Fig. 1: the clock network
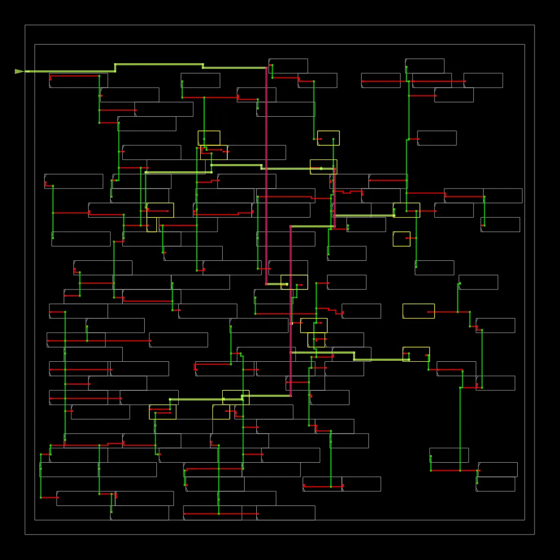
Fig. 2: floorplan with the power grid
Scale: 4 px per um. Pins as bars on the die edge.
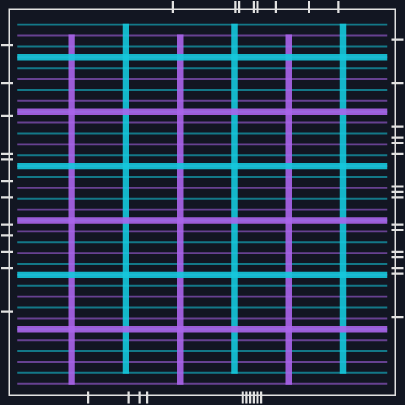
Fig. 3: gate families picked out
Scale: 3 px per um.
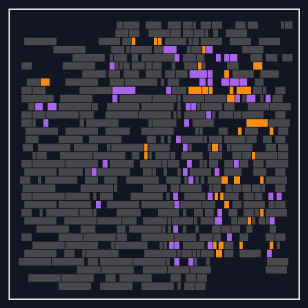
Fig. 4: clock distribution
Scale: 3 px per um.
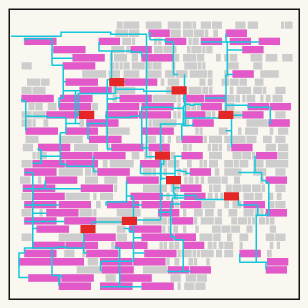
Fig. 5: metal layers overlaid
Scale: 4 px per um.
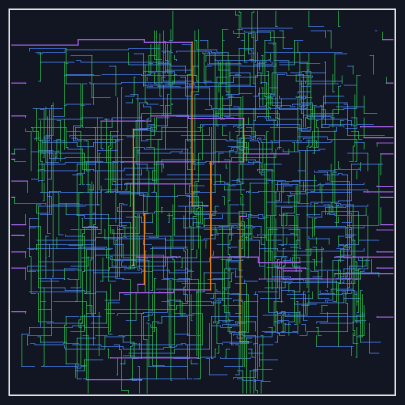
$ cat config.mk
export PLATFORM = sky130hd
export DESIGN_NAME = softmax_job_sched_flat
export DESIGN_NICKNAME = d
export VERILOG_FILES = /design/src/rtl/softmax_job_sched_if.sv /design/src/rtl/softmax_job_sched.sv /design/src/flat_wrapper.sv
export SDC_FILE = /design/constraint.sdc
export NUM_CORES = 1
export LEC_CHECK = 0
export CAP_MARGIN = 40
export CORE_MARGIN = 1.5
export CORE_UTILIZATION = 55
export DETAILED_ROUTE_END_ITERATION = 8
export GPL_TIMING_DRIVEN = 0
export MAX_ROUTING_LAYER = met4
export PLACE_DENSITY_LB_ADDON = 0.3
export SLEW_MARGIN = 20
export SYNTH_ARGS = -nofsm -noshare
export SYNTH_HDL_FRONTEND = slang
export SYNTH_SLANG_ARGS = --single-unit
export TNS_END_PERCENT = 5
$ cat constraint.sdc
create_clock -name clk -period 4.19 [get_ports clk]
set_input_delay 0.838 -clock clk [delete_from_list [all_inputs] [get_ports clk]]
set_output_delay 0.838 -clock clk [all_outputs]
set_load 0.02 [all_outputs]
$ cat src/rtl/softmax_job_sched_if.sv
// Descriptor handshake between the host requester and the job scheduler.
// master: host (drives valid/addresses); slave: scheduler (drives ready).
interface softmax_job_sched_if #(
  parameter int ADDRSIZE = 8
) ();
  logic                job_valid;
  logic                job_ready;
  logic [ADDRSIZE-1:0] job_start_addr;
  logic [ADDRSIZE-1:0] job_end_addr;

  modport master (
    output job_valid,
    output job_start_addr,
    output job_end_addr,
    input  job_ready
  );

  modport slave (
    input  job_valid,
    input  job_start_addr,
    input  job_end_addr,
    output job_ready
  );
endinterface

$ cat src/rtl/softmax_job_sched.sv
// Job scheduler: buffers softmax descriptors, runs them one at a time.
// Ports: clk, reset (sync, active-high); job (descriptor handshake,
// slave side); sm_* engine controls/done; job_done/job_err pulses;
// busy; q_count (FIFO occupancy). Optional watchdog:
// define SOFTMAX_SCHED_TIMEOUT_EN to enable (sm_rst pulses on timeout).
module softmax_job_sched #(
  parameter int ADDRSIZE       = 8,
  parameter int QDEPTH         = 4,
  parameter int TIMEOUT_CYCLES = 1024
) (
  input  logic                         clk,
  input  logic                         reset,
  softmax_job_sched_if.slave           job,
  output logic [ADDRSIZE-1:0]          sm_start_addr,
  output logic [ADDRSIZE-1:0]          sm_end_addr,
  output logic                         sm_init,
  output logic                         sm_start,
  output logic                         sm_rst,
  input  logic                         sm_done,
  output logic                         job_done,
  output logic                         job_err,
  output logic                         busy,
  output logic [$clog2(QDEPTH+1)-1:0]  q_count
);

  localparam int CW = $clog2(QDEPTH + 1);
  localparam int PW = $clog2(QDEPTH);
  localparam int BW = ADDRSIZE + 1;

  if (QDEPTH < 2 || (QDEPTH & (QDEPTH - 1)) != 0 ||
      TIMEOUT_CYCLES < 2) begin : g_param_chk
    $error("softmax_job_sched: bad QDEPTH/TIMEOUT_CYCLES");
  end

  typedef enum logic [2:0] {
    IDLE, LOAD, START, RUN, CHECK, GAP
  } state_t;

  state_t state, state_n;

  logic [ADDRSIZE-1:0] q_start [QDEPTH];
  logic [ADDRSIZE-1:0] q_end   [QDEPTH];
  logic [PW-1:0]       wr_ptr, rd_ptr;
  logic [CW-1:0]       count_n;
  logic [BW-1:0]       beats;
  logic                done_q;

  logic accept, push, bad, pop, fall, len_ok, wd_hit;
  logic init_n, start_n, done_n, err_n, rst_p;

  assign job.job_ready = q_count < CW'(QDEPTH);
  assign accept = job.job_valid & job.job_ready;
  assign push   = accept &
                  (job.job_end_addr > job.job_start_addr);
  assign bad    = accept &
                  ~(job.job_end_addr > job.job_start_addr);
  // count is registered, so a fresh push is only visible next cycle
  assign pop    = (state == IDLE) & (q_count != '0);
  // done_q only tracks sm_done while in RUN
  assign fall   = done_q & ~sm_done;
  assign len_ok = beats == {1'b0, sm_end_addr - sm_start_addr};

`ifdef SOFTMAX_SCHED_TIMEOUT_EN
  localparam int TW = $clog2(TIMEOUT_CYCLES + 1);
  logic [TW-1:0] wd_cnt;

  // wd_cnt is k-1 in the k-th RUN cycle
  assign wd_hit = wd_cnt == TW'(TIMEOUT_CYCLES - 1);

  always_ff @(posedge clk) begin
    if (reset || state != RUN) wd_cnt <= '0;
    else                       wd_cnt <= wd_cnt + 1'b1;
  end
`else
  assign wd_hit = 1'b0;
`endif

  always_comb begin
    count_n = q_count;
    if (push & ~pop)      count_n = q_count + 1'b1;
    else if (pop & ~push) count_n = q_count - 1'b1;
  end

  always_comb begin
    state_n = state;
    done_n  = 1'b0;
    err_n   = bad;
    rst_p   = 1'b0;
    unique case (state)
      IDLE:  if (pop) state_n = LOAD;
      LOAD:  state_n = START;
      START: state_n = RUN;
      RUN: begin
        if (fall) begin
          state_n = CHECK;
          done_n  = 1'b1;
          if (!len_ok) err_n = 1'b1;
        end else if (wd_hit) begin
          state_n = GAP;
          err_n   = 1'b1;
          rst_p   = 1'b1;
        end
      end
      CHECK: state_n = GAP;
      GAP:   state_n = IDLE;
      default: state_n = IDLE;
    endcase
    init_n  = state_n == LOAD;
    start_n = state_n == START;
  end

  always_ff @(posedge clk) begin
    if (push) begin
      q_start[wr_ptr] <= job.job_start_addr;
      q_end[wr_ptr]   <= job.job_end_addr;
    end
  end

  always_ff @(posedge clk) begin
    if (reset) begin
      state         <= IDLE;
      wr_ptr        <= '0;
      rd_ptr        <= '0;
      q_count       <= '0;
      sm_start_addr <= '0;
      sm_end_addr   <= '0;
      sm_init       <= 1'b0;
      sm_start      <= 1'b0;
      sm_rst        <= 1'b0;
      job_done      <= 1'b0;
      job_err       <= 1'b0;
      busy          <= 1'b0;
      beats         <= '0;
      done_q        <= 1'b0;
    end else begin
      state    <= state_n;
      q_count  <= count_n;
      sm_init  <= init_n;
      sm_start <= start_n;
      sm_rst   <= rst_p;
      job_done <= done_n;
      job_err  <= err_n;
      busy     <= (state_n != IDLE) || (count_n != '0);
      if (push) wr_ptr <= wr_ptr + 1'b1;
      // addresses stay put until the next pop
      if (pop) begin
        sm_start_addr <= q_start[rd_ptr];
        sm_end_addr   <= q_end[rd_ptr];
        rd_ptr        <= rd_ptr + 1'b1;
      end
      if (state == START) begin
        beats  <= '0;
        done_q <= 1'b0;
      end else if (state == RUN) begin
        done_q <= sm_done;
        if (sm_done && beats != '1) beats <= beats + 1'b1;
      end
    end
  end

endmodule

$ cat src/flat_wrapper.sv
// flat-port wrapper written by rule: the top's interface ports become plain ports
module softmax_job_sched_flat 
#(
  parameter int ADDRSIZE       = 8,
  parameter int QDEPTH         = 4,
  parameter int TIMEOUT_CYCLES = 1024
)
  (clk, reset, sm_start_addr, sm_end_addr, sm_init, sm_start, sm_rst, sm_done, job_done, job_err, busy, q_count, job_job_valid, job_job_start_addr, job_job_end_addr, job_job_ready);
  softmax_job_sched_if #(.ADDRSIZE(ADDRSIZE)) job_i ();
  input  logic clk;
  input  logic reset;
  output logic [ADDRSIZE-1:0] sm_start_addr;
  output logic [ADDRSIZE-1:0] sm_end_addr;
  output logic sm_init;
  output logic sm_start;
  output logic sm_rst;
  input  logic sm_done;
  output logic job_done;
  output logic job_err;
  output logic busy;
  output logic [$clog2(QDEPTH+1)-1:0] q_count;
  input wire logic [$bits(job_i.job_valid)-1:0] job_job_valid;
  input wire logic [$bits(job_i.job_start_addr)-1:0] job_job_start_addr;
  input wire logic [$bits(job_i.job_end_addr)-1:0] job_job_end_addr;
  output wire logic [$bits(job_i.job_ready)-1:0] job_job_ready;
  assign job_i.job_valid = job_job_valid;
  assign job_i.job_start_addr = job_job_start_addr;
  assign job_i.job_end_addr = job_job_end_addr;
  assign job_job_ready = job_i.job_ready;
  softmax_job_sched #(.ADDRSIZE(ADDRSIZE), .QDEPTH(QDEPTH), .TIMEOUT_CYCLES(TIMEOUT_CYCLES)) u_core (.clk(clk), .reset(reset), .job(job_i), .sm_start_addr(sm_start_addr), .sm_end_addr(sm_end_addr), .sm_init(sm_init), .sm_start(sm_start), .sm_rst(sm_rst), .sm_done(sm_done), .job_done(job_done), .job_err(job_err), .busy(busy), .q_count(q_count));
endmodule
==> flow_metrics.tcl <==
# flow metrics
set metrics [dict create \
    utilization_pct 67.45 \
    gr-total-overflow 0 \
    p_leak_uw 0.001979 \
    slowest_delay_ps 560 \
    worstMarginPinSlew_ps 671.6 \
    endpoint "u_core.q_start[1][4]" \
    cp_num_cells 9 \
    dp_cells 520 \
    antenna_cells 0 \
    ys_cells 371 \
    fillers 615 \
    num_io_pins 46 \
    power_uw 3429 \
    grt_pass1_vias 2871 \
    synth_area_um2 4772 \
    fin_setup_tns_ps 0 \
    viasPerCell 5.487 \
    drc 0 \
    place_area_um2 5344 \
    syn2layout_area_growth_pct 17.30 \
    fp_util_pct 57.50 \
    cts_buffer_depth 2 \
    fin_crit_ps 3301 \
    mostFrequentLayoutCells "edfxtp_1, clkdlybuf4s50_1, nand2_1" \
    synth_cells 371 \
    status "finished, final reports clean" \
    largest_area_cell "edfxtp_1" \
    p_seq_uw 1310 \
    r2r-end "u_core.job_err" \
    fin_nets 475 \
    h-tree-depth 3 \
    synth-edff-count 64 \
    clkTransAtPathRegs_ps 100 \
    port_buffers 44 \
    syn-num-nets 416 \
    whs_path_depth 2 \
    clkSinkCount 105 \
    async_reset_ff_share_pct 0 \
    ys_ff 105 \
    setup_viol 0 \
    postCtsHoldBufs 0 \
    ant_nets 0 \
    holdCritStartpoint "u_core.done_q" \
    synth_top_area_share_pct 40.27 \
    grt_pass1_wl_um 14010 \
    dieArea_um2 9244 \
    grt_max_degree 22 \
    post-route-period-util_pct 78.78 \
    cp_cell_sequence "clkdlybuf4s50_1 > inv_1 > ha_1 > nand2_1 > o21ai_1 > o21ai_0 > nor3b_2 > and2_1 > buf_8" \
    crit_family "buffers and inverters" \
    r2r_start "u_core.sm_end_addr[0]" \
    seqPwrFrac_pct 38.1 \
    ys_area_um2 4772 \
    final.setup.worst_slack_ps 888.9 \
    cts_tree "built" \
    avgSynthCellArea_um2 12.86 \
    r2r_cells 8 \
    core.rowCount 33 \
    post_cts_resized 0 \
    maxSlewHeadroom_pct 55.23 \
    antenna_found_initial 0 \
    ys_seq_share_pct 57.47 \
    end_kind "flip-flop" \
    power_frac_comb_pct 43.8 \
    place_ws_ps 150.1 \
    startpoint "job_job_start_addr[7]" \
    drive_gt1_share_pct 14.02 \
    criticalPathCategory "in2reg" \
    gp_congestion 0.8655 \
]
Back to the opening pictures, Fig. 1:
Clock Power: 619 uW
Clock Buffer Count: 9
CTS Buf Count: 9
registers: 105
clk latency late pin: 380 ps

Back to the opening pictures, Fig. 2:
Key: purple = VSS; cyan = VDD
6 straps on met4. The core has 33 rows. 6 straps on met5. 34 met1 rails follow the rows.
die width: 96.15 um
die height: 96.15 um
maximum VDD drop: 0.0002370 V
area of the core: 8299 um^2

Back to the opening pictures, Fig. 3:
Key: orange = nor cells [cells 34, most used nor2_1]; purple = aoi and oai cells [cells 53, most used a21oi_1]
Commonest Layout Cell: edfxtp_1
Comb/total area: 32.97%
Non-Filler Instances: 540

Back to the opening pictures, Fig. 4:
Key: cyan = clock wires [length 1110 um]; red = clock-net drivers [count 9]; magenta = flip-flops [count 105]
There are 10 routed clock nets. Position of the flops: widely spread.
Setup Skew: 16.38 ps
clock network fraction of design power: 18.1%

Back to the opening pictures, Fig. 5:
Key: purple = M3 [wire length 404 um]; blue = M1 [wire length 3840 um]; orange = M4 [wire length 167 um]; green = M2 [wire length 4450 um]
Tot GR Track Use: 21.49%
via count: 2963
final WL: 8866 um
Avg WL per Cell: 16.42 um

-- sequential cells by signal, indices dropped and copies added (netlist names), 2 cells and up --
| signal | flops |
|---|---|
| u_core.rd_ptr | 2 |
| u_core.q_end | 32 |
| u_core.q_count | 3 |
| u_core.state | 3 |
| u_core.wr_ptr | 2 |
| u_core.beats | 9 |
| u_core.sm_start_addr | 8 |
| u_core.q_start | 32 |
| u_core.sm_end_addr | 8 |
-- area by class of cell --
class	count	area share (%)
Buffer	15	1.743
Inverter	23	1.542
Sequential cell	105	48.99
Timing Repair Buffer	48	8.941
Multi-Input combinational cell	228	32.97
Tap cell	105	2.347
Clock inverter	7	1.252
Clock buffer	9	2.213
-- logic make-up (layout without fill, tap and decap cells) --
kind of cell	after synthesis	count (layout)	share of synthesized area [%]
buffers and inverters	38	102	3.854
XOR/XNOR	25	25	4.588
multiplexers	19	19	8.181
AND/OR/NAND/NOR	98	98	11.01
other	1	1	0.07858
flip-flops	105	105	57.47
adder cells (fa/ha/maj)	26	26	6.922
AND-OR/OR-AND	59	59	7.892
-- cells in the mapped netlist, drive strengths merged (2+ instances only) --
master	instances
mux2i	3
clkbuf	5
a31oi	2
nor2b	6
dfxtp	41
nor3b	2
o21ai	13
nand2	42
o211ai	2
ha	24
buf	10
a21oi	30
o21a	3
xor2	8
and2	4
xnor2	17
and3	2
nor3	3
nand3	2
nand4	6
mux4	16
inv	23
nor2	21
or3	4
edfxtp	64
-- routing by layer --
layer / vias up / routed length, um / track usage (%)
met5: - / 0 / -
met4: 0 / 166 / 6.740
met3: 15 / 404 / 5.134
met2: 66 / 4450 / 35.97
met1: 1440 / 3844 / 25.74
li1: 1442 / - / -
Power and IR drop assume default switching activity.
